===== src/rtl/morse_pkg.sv =====
// -----------------------------------------------------------------------------
// morse_pkg
// Shared definitions for the Morse letter encoder:
//   - state_t     : encoder FSM states (IDLE, SEND, GAP)
//   - PAT_W       : default width of the left-justified pattern register
//   - MAX_LEN     : longest code length in units (letter C)
//   - CODE_x/LEN_x: per-letter on/off unit pattern (right-aligned, MSB-first
//                   in time) and its length in units
//   - letter_code : letter index (0 = A .. 7 = H) -> {code, length}
// -----------------------------------------------------------------------------
package morse_pkg;

  localparam int unsigned PAT_W   = 12;
  localparam int unsigned MAX_LEN = 11;

  typedef enum logic [1:0] {
    IDLE = 2'd0,
    SEND = 2'd1,
    GAP  = 2'd2
  } state_t;

  typedef struct packed {
    logic [MAX_LEN-1:0] code;
    logic [3:0]         len;
  } code_t;

  // Unit patterns: 1 = lamp on for one unit. Dot = 1, dash = 111,
  // symbols separated by a single 0.
  localparam logic [MAX_LEN-1:0] CODE_A = 11'b000_0001_0111;
  localparam logic [MAX_LEN-1:0] CODE_B = 11'b001_1101_0101;
  localparam logic [MAX_LEN-1:0] CODE_C = 11'b111_0101_1101;
  localparam logic [MAX_LEN-1:0] CODE_D = 11'b000_0111_0101;
  localparam logic [MAX_LEN-1:0] CODE_E = 11'b000_0000_0001;
  localparam logic [MAX_LEN-1:0] CODE_F = 11'b001_0101_1101;
  localparam logic [MAX_LEN-1:0] CODE_G = 11'b001_1101_1101;
  localparam logic [MAX_LEN-1:0] CODE_H = 11'b000_0101_0101;

  localparam logic [3:0] LEN_A = 4'd5;
  localparam logic [3:0] LEN_B = 4'd9;
  localparam logic [3:0] LEN_C = 4'd11;
  localparam logic [3:0] LEN_D = 4'd7;
  localparam logic [3:0] LEN_E = 4'd1;
  localparam logic [3:0] LEN_F = 4'd9;
  localparam logic [3:0] LEN_G = 4'd9;
  localparam logic [3:0] LEN_H = 4'd7;

  function automatic code_t letter_code(input logic [2:0] letter);
    code_t c;
    unique case (letter)
      3'd0:    c = '{code: CODE_A, len: LEN_A};
      3'd1:    c = '{code: CODE_B, len: LEN_B};
      3'd2:    c = '{code: CODE_C, len: LEN_C};
      3'd3:    c = '{code: CODE_D, len: LEN_D};
      3'd4:    c = '{code: CODE_E, len: LEN_E};
      3'd5:    c = '{code: CODE_F, len: LEN_F};
      3'd6:    c = '{code: CODE_G, len: LEN_G};
      default: c = '{code: CODE_H, len: LEN_H};
    endcase
    return c;
  endfunction

endpackage


===== src/rtl/morse_rom.sv =====
// -----------------------------------------------------------------------------
// morse_rom
// Combinational letter lookup. Produces the letter's unit pattern
// left-justified in a PAT_W-bit word (first unit in the MSB) and its length.
// Ports:
//   Letter  in  3        letter select, 0 = A .. 7 = H
//   Pattern out PAT_W    left-justified unit pattern, zero-filled below
//   Length  out 4        number of units in the pattern
// -----------------------------------------------------------------------------
module morse_rom
  import morse_pkg::*;
#(
  parameter int unsigned PAT_W = morse_pkg::PAT_W
) (
  input  logic [2:0]       Letter,
  output logic [PAT_W-1:0] Pattern,
  output logic [3:0]       Length
);

  code_t            entry;
  logic [PAT_W-1:0] wide;
  logic [3:0]       pad;

  // Codes are stored right-aligned in MAX_LEN bits. Placing them at the top
  // of the word and shifting left by the unused leading positions brings the
  // first unit of every letter into the MSB.
  always_comb begin
    entry                      = letter_code(Letter);
    wide                       = '0;
    wide[PAT_W-1 -: MAX_LEN]   = entry.code;
    pad                        = 4'(MAX_LEN) - entry.len;
    Pattern                    = wide << pad;
    Length                     = entry.len;
  end

endmodule


===== src/rtl/morse_encoder.sv =====
// -----------------------------------------------------------------------------
// morse_encoder
// Plays one Morse letter (A-H) on a lamp, one unit per Tick pulse. The letter
// is latched on an accepted Start, shifted out MSB-first, followed by one
// silent unit and GAP_UNITS further off-units before a new Start is accepted.
// Ports:
//   ClockIn   in  1  system clock, rising edge
//   Reset     in  1  asynchronous, active-low reset
//   Tick      in  1  one-cycle unit pulse from the rate divider
//   Start     in  1  request; honoured only while idle
//   Letter    in  3  letter select (0 = A .. 7 = H), sampled on accepted Start
//   LightOut  out 1  registered lamp drive
//   Busy      out 1  high whenever the encoder is not idle
// -----------------------------------------------------------------------------
module morse_encoder
  import morse_pkg::*;
#(
  parameter int unsigned PAT_W     = morse_pkg::PAT_W,
  parameter int unsigned GAP_UNITS = 3
) (
  input  logic       ClockIn,
  input  logic       Reset,
  input  logic       Tick,
  input  logic       Start,
  input  logic [2:0] Letter,
  output logic       LightOut,
  output logic       Busy
);

  localparam logic [1:0] GAP_LOAD = 2'(GAP_UNITS - 1);

  state_t           state;
  logic [PAT_W-1:0] shift;
  logic [3:0]       count;
  logic [1:0]       gap_cnt;

  logic [PAT_W-1:0] rom_pattern;
  logic [3:0]       rom_length;

  morse_rom #(
    .PAT_W(PAT_W)
  ) u_rom (
    .Letter (Letter),
    .Pattern(rom_pattern),
    .Length (rom_length)
  );

  // A Tick coincident with an accepted Start is not consumed: the load uses
  // the cycle, and the first symbol waits for the next Tick, so every symbol
  // spans a full Tick period.
  always_ff @(posedge ClockIn or negedge Reset) begin
    if (!Reset) begin
      state    <= IDLE;
      shift    <= '0;
      count    <= '0;
      gap_cnt  <= '0;
      LightOut <= 1'b0;
    end else begin
      unique case (state)
        IDLE: begin
          LightOut <= 1'b0;
          if (Start) begin
            shift <= rom_pattern;
            count <= rom_length;
            state <= SEND;
          end
        end

        SEND: begin
          if (Tick) begin
            if (count != '0) begin
              LightOut <= shift[PAT_W-1];
              shift    <= {shift[PAT_W-2:0], 1'b0};
              count    <= count - 4'd1;
            end else begin
              // Pattern exhausted: this unit is the first silent one.
              LightOut <= 1'b0;
              gap_cnt  <= GAP_LOAD;
              state    <= GAP;
            end
          end
        end

        GAP: begin
          if (Tick) begin
            if (gap_cnt == '0) begin
              state <= IDLE;
            end else begin
              gap_cnt <= gap_cnt - 2'd1;
            end
          end
        end

        default: begin
          state    <= IDLE;
          LightOut <= 1'b0;
        end
      endcase
    end
  end

  assign Busy = (state != IDLE);

endmodule


===== config.mk =====
export PLATFORM = sky130hd
export DESIGN_NAME = morse_encoder
export DESIGN_NICKNAME = d
export VERILOG_FILES = /design/src/rtl/morse_pkg.sv /design/src/rtl/morse_rom.sv /design/src/rtl/morse_encoder.sv
export SDC_FILE = /design/constraint.sdc
export NUM_CORES = 1
export LEC_CHECK = 0
export CELL_PAD_IN_SITES_DETAIL_PLACEMENT = 1
export CELL_PAD_IN_SITES_GLOBAL_PLACEMENT = 1
export CORE_MARGIN = 2
export CORE_UTILIZATION = 50
export CTS_BUF_LIST = sky130_fd_sc_hd__clkbuf_16
export DETAILED_ROUTE_END_ITERATION = 7
export PLACE_DENSITY = 0.79
export SETUP_SLACK_MARGIN = 0.4
export SYNTH_ARGS = -nofsm -noshare
export SYNTH_HDL_FRONTEND = slang
export SYNTH_HIERARCHICAL = 1
export SYNTH_SLANG_ARGS = --single-unit

===== constraint.sdc =====
create_clock -name ClockIn -period 3.4 [get_ports ClockIn]
set_input_delay 0.51 -clock ClockIn [delete_from_list [all_inputs] [get_ports ClockIn]]
set_output_delay 0.51 -clock ClockIn [all_outputs]
set_load 0.05 [all_outputs]

==> results_dict.tcl, run 1 <==
# collected from the flow reports
set metrics [dict create \
    drive_above_1_share_pct 27.0 \
    r2r-end "shift[3]$_DFFE_PN0P_" \
    top_area_cell "dfrtp_1" \
    n_fill_cell 292 \
    dieArea_um2 3190 \
    ir_drop_mv 0.566 \
    detail_route.first_pass.iterations 3 \
    cp-endpoint "Busy" \
    synthCells 122 \
    antenna_found_initial 0 \
    post_cts_buffers 0 \
    postRouteAntennaNets 0 \
    io_buffers 8 \
    ys_seq_share_pct 38.2 \
    clock.fmax_ghz 0.408 \
    hp-class "reg2reg" \
    htree_num_levels 1 \
    xor_share_pct 1.82 \
    grt_use_total_pct 18.9 \
    power.density_nw_per_um2 888 \
    r2r_setup_slack_ps 1340 \
    drc 0 \
    logic_family "multiplexers" \
    wire_per_inst_um 16.8 \
    finalSetupTns_ps 0 \
    grt_remaining_overflow 0 \
    diodes 0 \
    hold_viol_final 0 \
    cp.required_ps 2890 \
    yosys-stat-cells 122 \
    final_cell_area_um2 1490 \
    clk_pin_slew_worst_paths_ps 60 \
    vias 870 \
    core_um2 2690 \
    grt_pass1_vias 982 \
    grt_max_degree 22 \
    totalWireLength_um 2630 \
    syn2layout_area_growth_pct 8.36 \
    grt_first_pass_wirelength_um 4590 \
    numSynthFlops 21 \
    root_buffer "clkbuf_16" \
    min_to "shift[6]$_DFFE_PN0P_" \
    fin_ws_ps 948 \
    reg2reg_from "state[0]$_DFFE_PN0P_" \
    fin_hold_ws_ps 510 \
    mux_share_pct 24.7 \
    seqCellArea_um2 526 \
    routabilityCongestion 0.728 \
    cts_buffers 3 \
    slew_headroom_pct 35.5 \
    slew_violations 0 \
    netlist_area_um2 1380 \
    ctsHoldBuffers 0 \
    hold_depth 1 \
    fp_util_pct 51.2 \
    cp_data_arrival_time_ps 1940 \
    adder_share_pct 1.82 \
    area_leaders "dfrtp_1 (38%), mux2_2 (13%), mux2_4 (8.7%)" \
    synth-edff-count 0 \
    clk_latency_ps 250 \
    async_reset_ff_share_pct 100 \
    logic_area_um2 723 \
    setup_viol_count_final 0 \
    yosysWarnings 6 \
    ios 9 \
    drv_cap 0 \
    worst_pin_slew_ps 965 \
    vias_per_cell 5.54 \
    flop_cell "dfrtp_1" \
    rows 19 \
    hpwl_um 1850 \
    status "finished, final reports clean" \
    min_period_ps 2450 \
    drt_iter0_drc 17 \
    nets 136 \
    final.setup_skew_ps 1.35 \
    synth_cell_types 36 \
    cts_tree "built" \
    die_y_um 56.5 \
    dp.cells 153 \
    layout.cells.non_filler 157 \
    reg2regPathDepth 3 \
    rsz0062_at_grt "false" \
    startpoint_type "flop" \
    synth_top_area_share_pct 38.2 \
    power.total_w 0.00133 \
    die_x_um 56.5 \
    cts.sinks 21 \
    worstSetupStartpoint "state[1]$_DFFE_PN0P_" \
    synth_simple_gate_area_share_pct 13.7 \
    cts_resized 0 \
    ys_area_um2 1380 \
    crit_path_end_kind "output pin" \
    openroad.warnings 26 \
    hp-start "shift[6]$_DFFE_PN0P_" \
    place_ws_ps 841 \
    synthAoiAreaFrac_pct 9.36 \
    utilization_pct 55.5 \
    avgSynthCellArea_um2 11.3 \
    clockBufferDepth 2 \
    placed_cell_area_um2 1410 \
    finalClockPeriodUsage_pct 72.1 \
    p_leak_nw 0.685 \
    path_class "reg2out" \
    critPathMaxFanout 16 \
]
run 1: kinds of logic after synthesis:
group	count (synthesis)
mux	28
fa+ha+maj	2
compound gates	18
buf+inv	21
simple gates	28
flops	21
other cells	2
xor+xnor	2
run 1: routing by layer:
layer  share of wire [%]  track usage [%]  vias up
met5                   0                0        -
met2                  53             34.1       10
met1                  43             22.5      430
li1                    -                -      425
met3                 2.5             3.23        5
met4                 1.4             6.12        0
run 1: cells in the mapped netlist, drive strengths merged, types with 2 or more instances:
cell   count
inv       10
dfrtp     21
nand2      7
nor3b      5
nor3       2
o21ai      4
or3        2
conb       2
mux2i      4
ha         2
nor2b      4
buf       10
a22o       2
mux2      24
xor2       2
nor2       2
o22ai      3
run 1: report_power, final:
group / total, W / switching, W / internal [W]
clock network: 0.000244 / 0.0000870 / 0.000157
registers: 0.000459 / 0.0000960 / 0.000363
logic: 0.000623 / 0.000268 / 0.000355
run 1: final cells by class:
| class | instances | area share, % |
|---|---|---|
| inverters | 10 | 2.52 |
| flip-flops and latches | 21 | 35.2 |
| clock inverters | 1 | 0.252 |
| well taps | 31 | 2.60 |
| clock buffers | 3 | 5.03 |
| repair buffers | 9 | 5.87 |
| multi-input cells | 82 | 48.5 |
run 1: worst max-delay path: stages (launching register included):
cell and delay, ps:
dfrtp_1 670, inv_1 140, nand2_1 90, clkdlybuf4s50_1 790
run 1: registers in the layout, indices dropped and copies added, names as in the netlist:
name / flops
state: 2
shift: 12
count: 4
LightOut: 1
gap_cnt: 2
run 1: cell usage in the layout, fill, tap and decap left out, types with 3 or more instances in the layout:
cell             count
o21ai_0              4
mux2_4               8
nor3b_1              5
mux2_2              16
clkbuf_16            3
mux2i_1              4
dfrtp_1             21
nand2_1              7
conb_1               4
nor2b_1              4
inv_1               11
clkdlybuf4s50_1      8
o22ai_1              3
run_1/met3.png
Cells faint in the background.
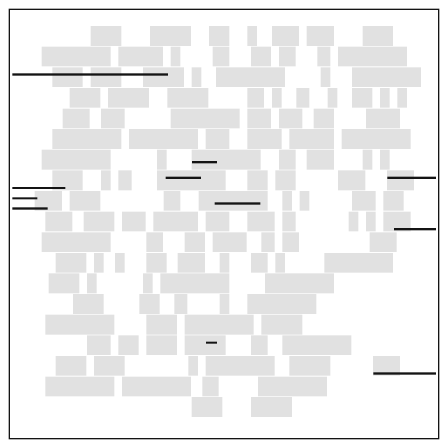
longest straight run: 20.2 um
wire length on this layer: 67.9 um

run_1/metal_stack.png
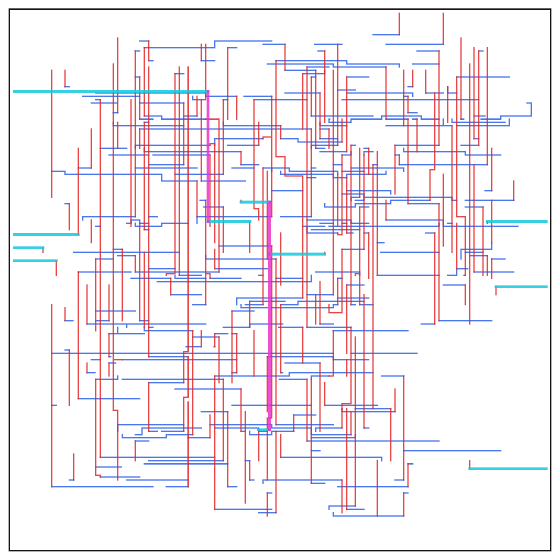
| colour | layer | wire length |
|---|---|---|
| blue | met1 | 1140 um |
| cyan | met3 | 67.9 um |
| red | met2 | 1390 um |
| magenta | met4 | 37.4 um |

run_1/clock_map.png
Bar = 20 um.
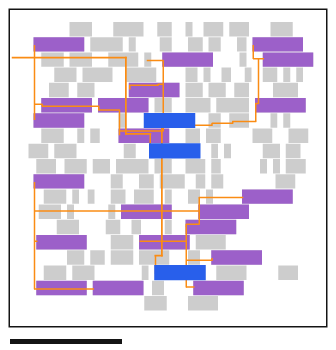
[orange] clock wires | length: 275 um
[blue] cells driving clock nets | count: 3
[purple] flip-flops | count: 21
flops lie: widely spread
routed clock nets: 4

run_1/wire_density.png
Bar = 20 um. 11 x 11 tiles, from white (low) to dark blue (high), scaled to the fullest tile. Values are wire area over tile area, all layers added.
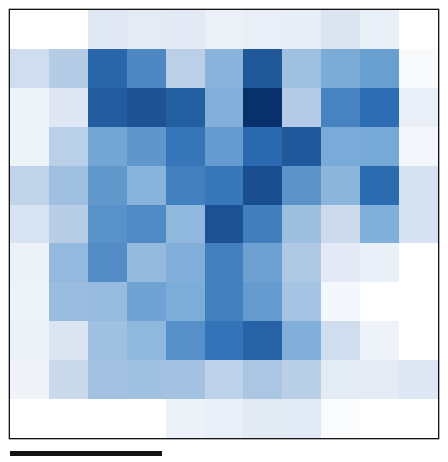

--- run 2 (diff from run 1) ---
- CORE_UTILIZATION: 50 -> 47
- PLACE_DENSITY: 0.79 -> 0.75
- clock period: 3.4 -> 2.45 ns (I/O delays scaled with it)
run_2/wire_density.png
Bar = 20 um. 12 x 12 tiles, from white (low) to dark blue (high), scaled to the fullest tile. Values are wire area over tile area, all layers added.
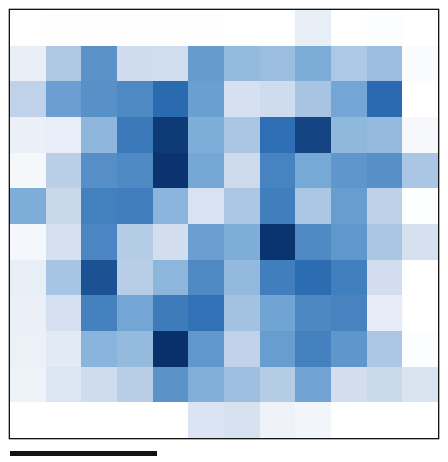
mean over tiles: 0.12
nearly empty tiles: 17%
emptiest ninth of the die: bottom left
tiles over half the peak: 34%

run_2/met3.png
Cells faint in the background.
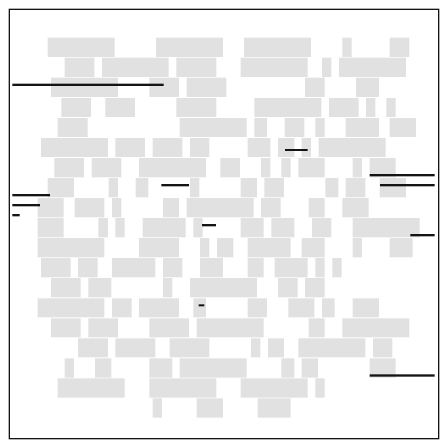
wire length on this layer: 64.4 um
main direction: horizontal
nets with wire on the layer: 10

run_2/final_clocks.png
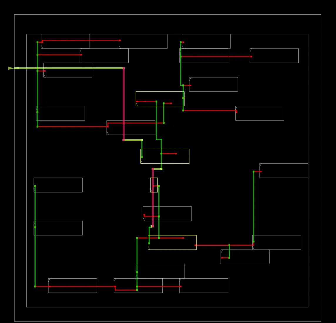
Flops: 21
CTS Buf Count: 3
CLK BUF: 3
Late-Pin Clk Latency: 250 ps
clk_skew: 1.34 ps

==> run 2 against run 1 <==
  * Die area rose by 5.9%
  * Clock skew about the same
  * Highest routed layer unchanged
  * Register-to-register slack got worse by 690 ps
  * Setup slack got worse by 350 ps
  * Core utilization decreased by 0.12 points
  * Synthesized cell count unchanged
  * Critical path depth increased by 2
  * First-iteration DRC count decreased by 5.9%
  * Critical endpoint is now shift[9]$_DFFE_PN0P_
  * Clock power grew 39%
==> results_dict.tcl, run 2 <==
# collected from the flow reports
set metrics [dict create \
    layout.cells.non_filler 162 \
    wl_met3_um 64 \
    openroad.warnings 26 \
    seq_share_pct 34.4 \
    syn2layout_area_growth_pct 11.0 \
    place_ws_ps 326 \
    postRouteAntennaNets 0 \
    netlist_area_um2 1380 \
    grt_remaining_overflow 0 \
    logic_area_um2 723 \
    clock_power_share_pct 18.2 \
    vias 881 \
    nets 141 \
    p_leak_nw 0.708 \
    vias_per_cell 5.44 \
    bufAreaShareNonClock_pct 8.11 \
    adder_share_pct 1.82 \
    async_reset_ff_share_pct 100 \
    taps 31 \
    ctsHoldBuffers 0 \
    n_all_buffers 14 \
    die_x_um 58.1 \
    rsz0062_at_grt "false" \
    critPathMaxFanout 14 \
    grt_pass1_vias 933 \
    p_comb_share_pct 49.2 \
    wire_per_inst_um 16.0 \
    worst_pin_slew_ps 518 \
    drv_cap 0 \
    startpoint_type "primary input" \
    dr.max_layer_used "met4" \
    path_class "in2reg" \
    post-synth-top-count-cell "dfrtp_1" \
    placed_cell_area_um2 1450 \
    totalWireLength_um 2590 \
    drive_above_1_share_pct 29.8 \
    area_leaders "dfrtp_1 (38%), mux2_2 (13%), mux2_4 (8.7%)" \
    synthAoiAreaFrac_pct 9.36 \
    ys_top_cells_by_count "dfrtp_1 (21), mux2_2 (16), inv_1 (10)" \
    crit_path_end_kind "flop" \
    comb_cells 82 \
    final_cell_area_um2 1530 \
    xor_share_pct 1.82 \
    fin_hold_ws_ps 464 \
    registers.top_by_ff_count "shift" \
    cts_tree "built" \
    area_dominant_class "logic gates" \
    synth_simple_gate_area_share_pct 13.7 \
    drt_iter0_drc 16 \
    fin_ws_ps 602 \
    antenna_found_initial 0 \
    seqCellArea_um2 526 \
    hold_viol_final 0 \
    internal-power_w 0.00124 \
    finalSetupTns_ps 0 \
    synth-edff-count 0 \
    hpwl_um 1860 \
    diodes 0 \
    grt_max_degree 22 \
    switching_power_w 0.000624 \
    yosys-stat-cells 122 \
    status "finished, final reports clean" \
    detail_route.first_pass.iterations 4 \
    yosysWarnings 6 \
    routabilityCongestion 0.727 \
    finalClockPeriodUsage_pct 75.4 \
    dp.cells 158 \
    n_fill_cell 304 \
    cts.sinks 21 \
    ir_drop_mv 0.722 \
    grt_first_pass_wirelength_um 4440 \
    grt_use_total_pct 17.6 \
    utilization_pct 55.4 \
    htree_num_levels 1 \
    sh_comb_area_pct 47.3 \
    p_seq_share_pct 32.7 \
    lay_top_cells "dfrtp_1 (21), mux2_2 (16), inv_1 (11)" \
    dieArea_um2 3380 \
    setup_viol_count_final 0 \
    core_um2 2760 \
    clock.fmax_ghz 0.541 \
    power.density_nw_per_um2 1220 \
    avgSynthCellArea_um2 11.3 \
    cp_data_arrival_time_ps 1980 \
    min_period_ps 1850 \
    power.total_w 0.00186 \
    die_y_um 58.1 \
    cp.required_ps 2590 \
    ys_seq_share_pct 38.2 \
    mux_share_pct 24.7 \
    reg_top3 "shift (12), count (4)" \
    hp-class "in2async" \
    clk_pin_slew_worst_paths_ps 60 \
    inverters_excl_clock 10 \
    slew_headroom_pct 64.5 \
    top_area_cell "dfrtp_1" \
    wl_met1_um 1180 \
    synth_cell_types 36 \
]
-- run 2: cells by family (layout without fill, tap and decap cells) --
| kind of cell | count (synthesis) | in the layout |
|---|---|---|
| AOI/OAI and AO/OA | 18 | 18 |
| xor gates and xnor gates | 2 | 2 |
| adders and majority gates | 2 | 2 |
| buffers and inverters | 21 | 28 |
| DFF | 21 | 21 |
| muxes | 28 | 28 |
| other | 2 | 4 |
| and+or+nand+nor | 28 | 28 |
-- run 2: layer usage --
metal  vias to the layer above  global-route usage, %
li1                        436                      -
met2                        12                   29.5
met5                         -                      0
met1                       429                   23.3
met4                         0                   5.98
met3                         4                   2.68
-- run 2: power groups by stage --
stage	Combinational [W]	Sequential [W]	Clock [W]
2_1_floorplan	0.000769	0.000600	0
5_1_grt	0.00101	0.000631	0.000368
3_5_place_dp	0.000924	0.000612	0
6_report	0.000917	0.000609	0.000339
4_1_cts	0.000936	0.000609	0.000352
3_3_place_gp	0.000891	0.000605	0
-- run 2: repair_timing --
action | CTS | global route
endpoints found under the setup margin | 1 | 0
buffers inserted | 0 | 0
gates resized | 1 | 0
-- run 2: worst paths after layout --
kind                                       from                   end  slack, ps  cells past startpoint
max                                        Tick  shift[9]$_DFFE_PN0P_        600                      5
max in group asynchronous                 Reset  shift[6]$_DFFE_PN0P_       1770                      2
min reg2reg                shift[8]$_DFFE_PN0P_  shift[8]$_DFFE_PN0P_        500                      1
max reg2reg                state[0]$_DFFE_PN0P_  shift[6]$_DFFE_PN0P_        650                      5
min in group ClockIn       shift[8]$_DFFE_PN0P_  shift[8]$_DFFE_PN0P_        500                      1
min                                       Reset  count[0]$_DFFE_PN0P_        460                      2
-- run 2: worst max-delay path: stages --
cell	delay (ps)
clkdlybuf4s50_1	570
mux2i_1	220
nor3_4	200
buf_4	260
mux2_2	360
run_2/clock_map.png
Bar = 20 um.
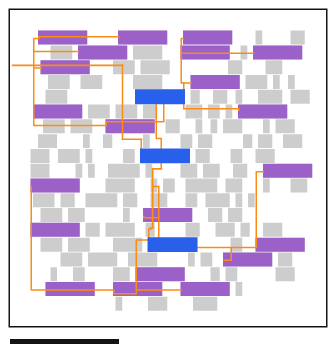

--- run 3 (diff from run 2) ---
- clock period: 2.45 -> 1.75 ns (I/O delays scaled with it)
run_3/clock_map.png
Bar = 20 um.
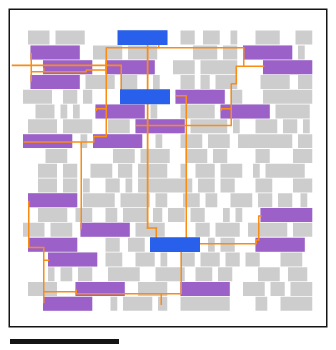
[purple] flip-flops | count: 21
[orange] clock wires | length: 318 um
[blue] cells driving clock nets | count: 3
flops lie: widely spread

run_3/metal_stack.png
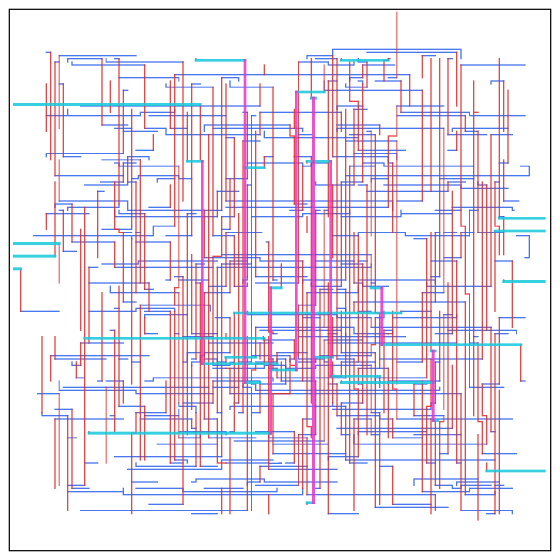
| colour | layer | wire length |
|---|---|---|
| cyan | met3 | 178 um |
| blue | met1 | 1750 um |
| red | met2 | 2350 um |
| magenta | met4 | 182 um |

run_3/final_clocks.png
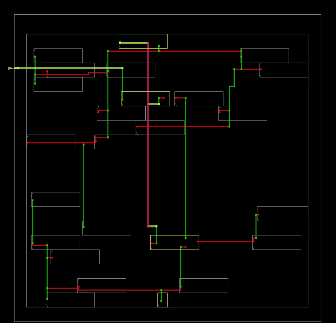
clk_skew: 4.88 ps
Late-Pin Clk Latency: 260 ps

==> run 3 against run 2 <==
  * The run now ends with setup timing left
  * Register-to-register slack got worse by 700 ps
  * Die area unchanged
  * Global-route usage increased by 7.2 points
  * Non-clock buffer count increased by 24
  * Core utilization increased by 15 points
  * Combinational power increased by 150%
  * Clock power increased by about 50%
  * Clock-buffer cell count unchanged
  * Largest power group unchanged
  * First-iteration DRC count increased by 100%
  * Area after synthesis unchanged
  * Power increased by 97%
  * Clock skew increased by 3.5 ps
==> results_dict.tcl, run 3 <==
# collected from the flow reports
set metrics [dict create \
    hold_viol_final 0 \
    r2r-end "count[0]$_DFFE_PN0P_" \
    met3_usage_pct 3.79 \
    postRouteAntennaNets 0 \
    grt_use_total_pct 24.8 \
    synthAoiAreaFrac_pct 9.36 \
    vias 1107 \
    finalClockPeriodUsage_pct 103 \
    adder_share_pct 1.82 \
    power.group.top "combinational logic" \
    synth-edff-count 0 \
    drive_above_1_share_pct 56.1 \
    crit_path_end_kind "flop" \
    grt_util_met1_pct 29.5 \
    busiest_layer "met2" \
    xor_share_pct 1.82 \
    async_reset_ff_share_pct 100 \
    drt_iter0_drc 32 \
    clock.fmax_ghz 0.556 \
    ir_drop_mv 1.38 \
    mux_share_pct 24.7 \
    utilization_pct 70.9 \
    crit_top_cell "buf_4" \
    totalWireLength_um 4460 \
    cts.sinks 21 \
    reg2regPathDepth 7 \
    yosysWarnings 6 \
    path_class "reg2reg" \
    rsz0062_at_grt "true" \
    grt_pass1_vias 1167 \
    cp_data_arrival_time_ps 1970 \
    top_area_cell "dfrtp_1" \
    failed_checks "setup timing" \
    vias_per_cell 5.95 \
    wire_per_inst_um 24.0 \
    p_leak_nw 0.906 \
    synth_simple_gate_area_share_pct 13.7 \
    avgSynthCellArea_um2 11.3 \
    routabilityCongestion 0.735 \
    crit_path_top_delay_cell "dfrtp_1" \
    area_leaders "dfrtp_1 (38%), mux2_2 (13%), mux2_4 (8.7%)" \
    powerSeq_w 0.000902 \
    reg2reg_from "count[0]$_DFFE_PN0P_" \
    internal-power_w 0.00231 \
    openroad.warnings 29 \
    cp.required_ps 1920 \
    p_seq_share_pct 24.5 \
    hp-class "in2async" \
    fin_ws_ps -47.7 \
    placed_cell_area_um2 1560 \
    switching_power_w 0.00137 \
    p_comb_share_pct 61.7 \
    r2r_setup_slack_ps -50 \
    critPathMaxFanout 2 \
    cts_tree "built" \
    startpoint_type "flop" \
    reg_top3 "shift (12), count (4)" \
    ys_seq_share_pct 38.2 \
    p_comb_w 0.00227 \
    power.density_nw_per_um2 1880 \
    ctsHoldBuffers 0 \
    worstSetupStartpoint "count[0]$_DFFE_PN0P_" \
    dieArea_um2 3380 \
    grt_first_pass_wirelength_um 6140 \
    yosys-stat-cells 122 \
    grt_max_degree 22 \
    diodes 0 \
    post-synth-top-count-cell "dfrtp_1" \
    final_cell_area_um2 1950 \
    die_y_um 58.1 \
    hpwl_um 2110 \
    cp-endpoint "count[0]$_DFFE_PN0P_" \
    cts_buffers 3 \
    die_x_um 58.1 \
    status "finished with violations" \
    use_met2_pct 45.5 \
    setup_viol_count_final 4 \
    netlist_area_um2 1380 \
    clock_power_share_pct 13.8 \
    synth_cell_types 36 \
]
run 3: cell counts after synthesis:
Identical to the previous run, type by type.
run 3: cells by family after synthesis:
family          count (synthesis)
xor+xnor                        2
other cells                     2
fa+ha+maj                       2
flops                          21
buf+inv                        21
compound gates                 18
simple gates                   28
mux                            28
run 3: cell type report:
| type | instances | area [um^2] |
|---|---|---|
| Timing Repair Buffer | 38 | 382 |
| Sequential cell | 21 | 527 |
| Clock buffer | 3 | 75.1 |
| Inverter | 10 | 42.5 |
| Fill cell | 261 | 803 |
| Clock inverter | 1 | 5.00 |
| Tap cell | 31 | 38.8 |
| Multi-Input combinational cell | 82 | 885 |
run 3: worst max-delay path: cells and delay by family, from the launching register on:
family	cells	cell delay (ps)
buf+inv	3	360
fa+ha+maj	1	160
flops	1	390
compound gates	1	180
simple gates	2	610
run 3: metal layers:
layer / wire [um] / vias up
met3: 178 / 18
met4: 182 / 0
met5: 0 / -
li1: - / 484
met2: 2350 / 37
met1: 1750 / 568
run 3: through the flow:
stage          TNS [ps]  power [W]  worst slack (ps)  std cells  hold slack [ps]
2_1_floorplan         0    0.00199              89.7        124            -33.1
3_3_place_gp      -3.06    0.00226             -3.06        166              486
3_5_place_dp       -387    0.00234             -63.6        166              500
4_1_cts               0    0.00332               101        180              367
5_1_grt            -243    0.00383             -91.1        186              391
6_report          -60.1    0.00368             -47.7        186              377
run 3: timing repair:
item | in CTS | in global routing
resized | 31 | 15
setup endpoints to repair | 22 | 22
pin swaps | 8 | 5
gates cloned | 1 | 0
setup buffers | 9 | 6
Power is estimated from default activity; no workload was simulated.
